**src/rtl/reg_file_banked.sv**
```systemverilog
// Banked register file: windowed rs/rt read ports, windowed rd write port,
// write handshake with optional bypass, bulk-clear engine and sticky range error.
module reg_file_banked #(
    parameter int NUM_REG   = 12,
    parameter int REG_WIDTH = 8,
    parameter int RS_AW     = 3,
    parameter int RT_AW     = 3,
    parameter int RD_AW     = 2,
    parameter int RS_BASE   = 0,
    parameter int RT_BASE   = 4,
    parameter int RD_BASE   = 8,
    parameter int BYPASS    = 1
) (
    input  logic                 clk,
    input  logic                 rst_n,
    input  logic [RS_AW-1:0]     rs_addr,
    input  logic [RT_AW-1:0]     rt_addr,
    output logic [REG_WIDTH-1:0] rs_out,
    output logic [REG_WIDTH-1:0] rt_out,
    input  logic                 wr_valid,
    output logic                 wr_ready,
    input  logic [RD_AW-1:0]     rd_addr,
    input  logic [REG_WIDTH-1:0] wr_data,
    input  logic                 clr_start,
    output logic                 busy,
    output logic                 clr_done,
    output logic                 err
);

    localparam int AW = $clog2(NUM_REG) + 1;
    localparam int PW = $clog2(NUM_REG);

    typedef enum logic {
        IDLE,
        CLEAR
    } state_t;

    state_t state, state_nx;

    logic [REG_WIDTH-1:0] regs [NUM_REG];
    logic [PW-1:0]        ptr;
    logic [AW-1:0]        rs_phys, rt_phys, wr_phys;
    logic                 rs_oor, rt_oor, wr_oor;
    logic                 wr_fire, wr_en;
    logic                 clr_go, clr_last;
    logic [REG_WIDTH-1:0] rs_mem, rt_mem;

    // Physical indices carry one spare bit so base+local never wraps.
    assign rs_phys = AW'(RS_BASE) + AW'(rs_addr);
    assign rt_phys = AW'(RT_BASE) + AW'(rt_addr);
    assign wr_phys = AW'(RD_BASE) + AW'(rd_addr);

    assign rs_oor = rs_phys >= AW'(NUM_REG);
    assign rt_oor = rt_phys >= AW'(NUM_REG);
    assign wr_oor = wr_phys >= AW'(NUM_REG);

    assign busy     = (state == CLEAR);
    assign wr_ready = ~busy;
    assign wr_fire  = wr_valid && wr_ready;
    assign wr_en    = wr_fire && !wr_oor;
    assign clr_go   = (state == IDLE) && clr_start;
    assign clr_last = busy && (ptr == PW'(NUM_REG - 1));

    always_comb begin
        state_nx = state;
        unique case (state)
            IDLE:  if (clr_start) state_nx = CLEAR;
            CLEAR: if (clr_last)  state_nx = IDLE;
        endcase
    end

    // Out-of-range indices match no entry and read as zero.
    always_comb begin
        rs_mem = '0;
        rt_mem = '0;
        for (int i = 0; i < NUM_REG; i++) begin
            if (rs_phys == AW'(i)) rs_mem = regs[i];
            if (rt_phys == AW'(i)) rt_mem = regs[i];
        end
    end

    always_comb begin
        rs_out = rs_mem;
        rt_out = rt_mem;
        if (BYPASS != 0 && wr_en && rs_phys == wr_phys) rs_out = wr_data;
        if (BYPASS != 0 && wr_en && rt_phys == wr_phys) rt_out = wr_data;
    end

    always_ff @(posedge clk or negedge rst_n) begin
        if (!rst_n) begin
            regs <= '{default: '0};
        end else begin
            for (int i = 0; i < NUM_REG; i++) begin
                if (busy && ptr == PW'(i))
                    regs[i] <= '0;
                else if (wr_en && wr_phys == AW'(i))
                    regs[i] <= wr_data;
            end
        end
    end

    always_ff @(posedge clk or negedge rst_n) begin
        if (!rst_n) begin
            state    <= IDLE;
            ptr      <= '0;
            clr_done <= 1'b0;
            err      <= 1'b0;
        end else begin
            state    <= state_nx;
            clr_done <= clr_last;
            if (clr_go || clr_last)
                ptr <= '0;
            else if (busy)
                ptr <= ptr + PW'(1);
            if (clr_go)
                err <= 1'b0;
            else if (rs_oor || rt_oor || (wr_fire && wr_oor))
                err <= 1'b1;
        end
    end

endmodule
```
**config.mk**
```make
export PLATFORM = sky130hd
export DESIGN_NAME = reg_file_banked
export DESIGN_NICKNAME = d
export VERILOG_FILES = /design/src/rtl/reg_file_banked.sv
export SDC_FILE = /design/constraint.sdc
export NUM_CORES = 1
export LEC_CHECK = 0
export ABC_AREA = 1
export CAP_MARGIN = 30
export CORE_AREA = 4 4 95 97
export DETAILED_ROUTE_END_ITERATION = 8
export DIE_AREA = 0 0 99 101
export PLACE_DENSITY = 0.78
export SKIP_CTS_REPAIR_TIMING = 1
export SYNTH_ARGS = -nofsm -noshare
export SYNTH_HDL_FRONTEND = slang
export SYNTH_SLANG_ARGS = --single-unit
```
**constraint.sdc**
```tcl
create_clock -name clk -period 3.35 [get_ports clk]
set_input_delay 0.5025 -clock clk [delete_from_list [all_inputs] [get_ports clk]]
set_output_delay 0.5025 -clock clk [all_outputs]
set_load 0.01 [all_outputs]
```
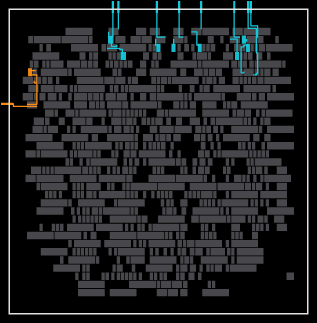
**Above:** run 1 (nets reached from selected ports).
Drawn at 3 px/µm.
colour	port	bits	direction	edge	end cells	wire
orange	`wr_ready`	1	output	left	1	28.2 µm
cyan	`rt_out`	8	output	top	8	141 µm

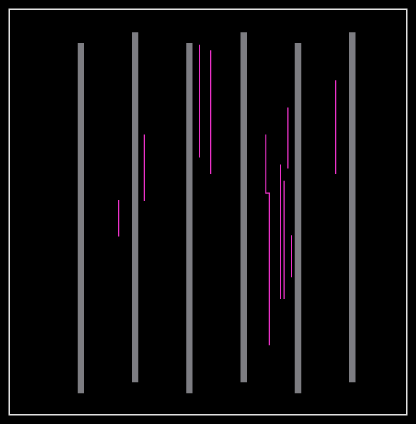
**Above:** run 1 (met4 routing).
Drawn at 4 px/µm. Supply wires on this layer in grey.
wire length on this layer	248 µm
share of all routed wire	2.1%

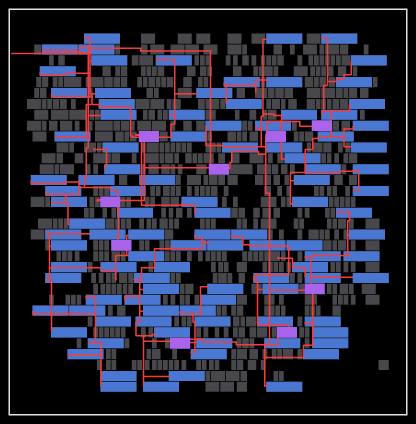
**Above:** run 1 (clock distribution).
Drawn at 4 px/µm.
[blue] flip-flops | count: 103
[red] clock wires | length: 1150 µm
[purple] cells driving clock nets | count: 9
flops lie	widely spread

==> run notes, run 1 <==
This note records the results obtained with Yosys and OpenROAD.

Final layout
The library cells used most frequently in the layout, excluding fill and tap cells, are sky130_fd_sc_hd__inv_1, sky130_fd_sc_hd__nand2_1, sky130_fd_sc_hd__nor2_1, sky130_fd_sc_hd__dfrtp_1, sky130_fd_sc_hd__clkdlybuf4s50_1. The fraction of area in multi-input gates is 31.1%. In the final layout, the registers with the most flip-flops are regs: 96 flops, ptr: 4 flops. Once layout is complete, the cells apart from fillers number 766. Clock tree buffers and inverters occupy 3.18% of the routed design's cell area. The sequential standard cell area is 2580 µm². After routing the design area is 5580 µm². Ranked by flip-flop count, first place goes to regs. The count of flip-flops and latches is between 100 and 150. The finished design was reported to have a net count of 680.

The number of clock-tree buffers in the layout is 10. Multi-input combinational cells in the finished layout were counted as 365. The final cell utilization of the core is 68.6%. The layout has 636 filler cells.

Worst setup path
Per STA, the worst path is made up of clkdlybuf4s50_1, inv_1, nand2_1, nand2_1, nor3_2, nand2_1, inv_2, a21oi_1, a21oi_1, clkdlybuf4s50_1. The critical path required time is 2.85 ns. The critical-path cell with the highest stage delay is sky130_fd_sc_hd__clkdlybuf4s50_1. For this run, the slowest stage of the critical path takes roughly 0.56 ns. The classification of the worst setup path is in2out. The end point of the critical path is rt_out[0].

Floorplan
The vertical die dimension is 101 µm. After floorplanning, the core was divided into 33 placement rows. The initial core utilization is 59.6%. The floorplan die area is around 10000 µm².

Clock tree
The skew report gives the latency at the later pin of the worst-skew pair as around 0.38 ns. CTS saw 103 sinks.

Placed design
The number of placed instances with taps included is 750. The number of buffers added on ports is 39. The total half-perimeter wirelength after legalization and detailed placement is 8800 µm. The weighted congestion at the end of routability-driven global placement is about 0.9.

Pwr
The flip-flop and latch power is 1.55 mW. The clock network power is 0.738 mW.

STA
At the pin with the least slew margin, the transition time is 0.794 ns. The clock arrives with 0.0185 ns of skew. The final cycle utilization of the critical path is 92.9%. The max-slew violation count is 0.

The final-layout setup total negative slack is 0 ns. Setup slack closes at about 0.24 ns.

Synthesis
The net count entering floorplan is 626. The instance count of the mapped netlist is 602. The top cell type by instance count after synthesis is sky130_fd_sc_hd__inv_1. The synthesis log from Yosys contains 0 warnings. The register share after synthesis is 53.2%. Yosys reports that the most numerous cell types are sky130_fd_sc_hd__inv_1, sky130_fd_sc_hd__nand2_1, sky130_fd_sc_hd__nor2_1, sky130_fd_sc_hd__dfrtp_1, sky130_fd_sc_hd__nand4_1.

Outcome
The flow ran to the end, and the final reports show no timing, DRC or antenna violations.

Route
The final routed wire length divided by cell count is 15.3 µm. The final layout contains routed wiring with a total length of 11700 µm. The met1 layer wirelength in the final routing is 5140 µm.

Job
Warnings raised by the tools during the run amount to 29.

Global routing
The initial antenna violation count came to 0. The total global routing track utilization is roughly a quarter.

Min path
The classification of the worst-slack hold path is in2async.
## Run 2: what changed since run 1
--- a/config.mk
+++ b/config.mk
@@ -11,6 +11,7 @@
 export DETAILED_ROUTE_END_ITERATION = 8
 export DIE_AREA = 0 0 99 101
 export PLACE_DENSITY = 0.78
+export RECOVER_POWER = 50
 export SKIP_CTS_REPAIR_TIMING = 1
 export SYNTH_ARGS = -nofsm -noshare
 export SYNTH_HDL_FRONTEND = slang
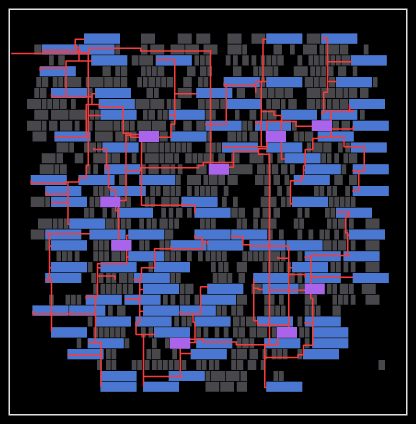
**Above:** run 2 (clock distribution).
Drawn at 4 px/µm.
[purple] cells driving clock nets | count: 9
[red] clock wires | length: 1150 µm
[blue] flip-flops | count: 103
routed clock nets	10

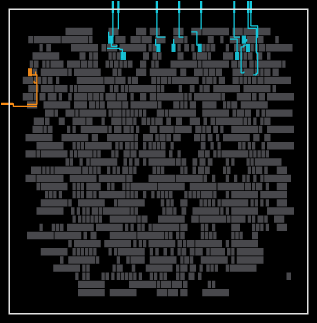
**Above:** run 2 (nets reached from selected ports).
Drawn at 3 px/µm.
colour	port	bits	direction	edge	end cells	wire
cyan	`rt_out`	8	output	top	8	141 µm
orange	`wr_ready`	1	output	left	1	27.4 µm

==> run 2 against run 1 <==
  * The run now ends with capacitance limit, slew limit left
  * Count of clock-buffer cells in the layout is the same
  * Total power down 0.29%
  * Register-to-register slack worse by 0.02 ns
  * Clock skew fell by 0.0015 ns
  * Critical path depth unchanged
  * Non-clock buffer count is the same
  * Critical endpoint unchanged
  * Largest cell class unchanged
  * Largest power group unchanged
==> run notes, run 2 <==
This note records the results obtained with Yosys and OpenROAD.

Floorplan
The floorplan row count is 33 (unchanged). The floorplan die area is 10000 µm² (unchanged). The initial core utilization is 59.6% (unchanged). The vertical die dimension came to 101 µm (unchanged). The top-level port count is 40 (unchanged).

Clock tree
The TritonCTS clock tree is built (unchanged). The latest clock arrival within the worst-skew pair came to 0.38 ns (about the same). The clock root buffer is sky130_fd_sc_hd__clkbuf_8 (unchanged).

The total number of clock tree sinks is 103 (unchanged).

Pwr
The post-route total power is 3.02 mW (was 3.03 mW). The clock network power is 0.735 mW (was 0.738 mW). The leakage power total came to 2.62 nW (was 2.63 nW). The flip-flop and latch power is 1.55 mW (about the same).

Synthesis
The net count entering floorplan was 626 (unchanged). Commonest cells in the synthesized netlist: sky130_fd_sc_hd__inv_1, sky130_fd_sc_hd__nand2_1, sky130_fd_sc_hd__nor2_1, sky130_fd_sc_hd__dfrtp_1, sky130_fd_sc_hd__nand4_1 (unchanged). The register bit total from synthesis was 103 (unchanged). The number of unique standard cell types used by synthesis came to 21 (unchanged). The instance count of the mapped netlist is 602 (unchanged). The yosys warning tally is 0 (unchanged). The portion of synthesized cell area occupied by the leading cell type is 53.2% (unchanged). The top cell type by instance count after synthesis was sky130_fd_sc_hd__inv_1 (unchanged).

The register share after synthesis came to 53.2% (unchanged). The simple-gate portion of the synthesized area is 27.1% (unchanged).

Final layout
The relative area of clock buffers and inverters in the final design is 3.19% (was 3.18%). The count of flip-flops and latches is 103 (unchanged). The sequential standard cell area came to 2580 µm² (unchanged).

The proportion of layout cells with a drive suffix above 1 is 6.96% (was 7.41%). The design area is 5570 µm² (was 5580 µm²). Largest registers: regs: 96 flops, ptr: 4 flops (unchanged). The final cell count without fillers is 766 (unchanged). The number of nets at the end of the flow came to 680 (unchanged). The register with the most flip-flops is regs (unchanged). The final cell utilization of the core was 68.5% (was 68.6%).

The non-clock buffer contribution to total cell area is 8.67% (was 8.83%). The number of clock-tree buffers in the layout was 10 (unchanged). The fraction of area in multi-input gates is 31.1% (about the same).

Commonest non-fill, non-tap cells in the layout: sky130_fd_sc_hd__inv_1, sky130_fd_sc_hd__nand2_1, sky130_fd_sc_hd__nor2_1, sky130_fd_sc_hd__dfrtp_1, sky130_fd_sc_hd__clkdlybuf4s50_1 (unchanged). The total number of multi-input combinational cells is 365 (unchanged). The number of filler instances in the final layout is 640 (was 636).

Min path
The classification of the worst-slack hold path was in2async (unchanged).

Worst setup path
The classification of the worst setup path was in2out (unchanged). The endpoint class of the critical path is an output pin (unchanged). The critical path required time came to 2.85 ns (about the same). The end point of the critical path is rt_out[0] (unchanged).

The combined buffer and inverter count along the critical path came to 4 (unchanged). The maximum single-stage delay on the critical path is 0.58 ns (was 0.56 ns). The kind of start point of the critical path is an input pin (unchanged). The maximum fanout along the worst path was 14 (unchanged). The critical-path cell with the highest stage delay is sky130_fd_sc_hd__clkdlybuf4s50_1 (unchanged). Cell-by-cell listing of the critical path: clkdlybuf4s50_1, inv_1, nand2_1, nand2_1, nor3_2, nand2_1, inv_2, a21oi_1, a21oi_1, clkdlybuf4s50_1 (unchanged).

STA
The max-slew violation count is 65 (was 0). The final-layout setup total negative slack is 0 ns (unchanged). The worst-case setup margin in the final layout is 0.223 ns (was 0.238 ns). The maximum clock skew at final layout is 0.0171 ns (was 0.0185 ns). The final period demand of the worst path is 3.13 ns (was 3.11 ns). The worst hold slack was 0.497 ns (was 0.191 ns). The final cycle utilization of the critical path was 93.3% (was 92.9%). The pin slew with the least headroom to its limit was 1.56 ns (was 0.794 ns).

Route
The uppermost signal routing layer after detailed routing is met4 (unchanged). The total routed wirelength is 11700 µm (about the same). The number of vias per cell after detailed routing was 5.43 (was 5.40).

The final routed wire length divided by cell count came to 15.2 µm (was 15.3 µm). The met1 layer wirelength in the final routing came to 5020 µm (was 5140 µm).

Placed design
The number of placed instances with taps included was 750 (unchanged). The cell area after placement is 5410 µm² (unchanged). The number of buffers added on ports is 39 (unchanged). The total half-perimeter wirelength after legalization and detailed placement came to 8800 µm (unchanged). The weighted congestion at the end of routability-driven global placement was 0.874 (unchanged).

Job
The number of maximum-capacitance constraint violations is 1 (was 0). The number of OpenROAD warnings is 29 (unchanged).

Outcome
Result of the run: finished with violations (was complete, no violations). The final reports fail on capacitance limit, slew limit.

Global routing
The total global routing track utilization is 25.1% (unchanged). The initial antenna violation count is 0 (unchanged). The most congested layer reported by global routing is met2 (unchanged).
Power is estimated from default activity; no workload was simulated.
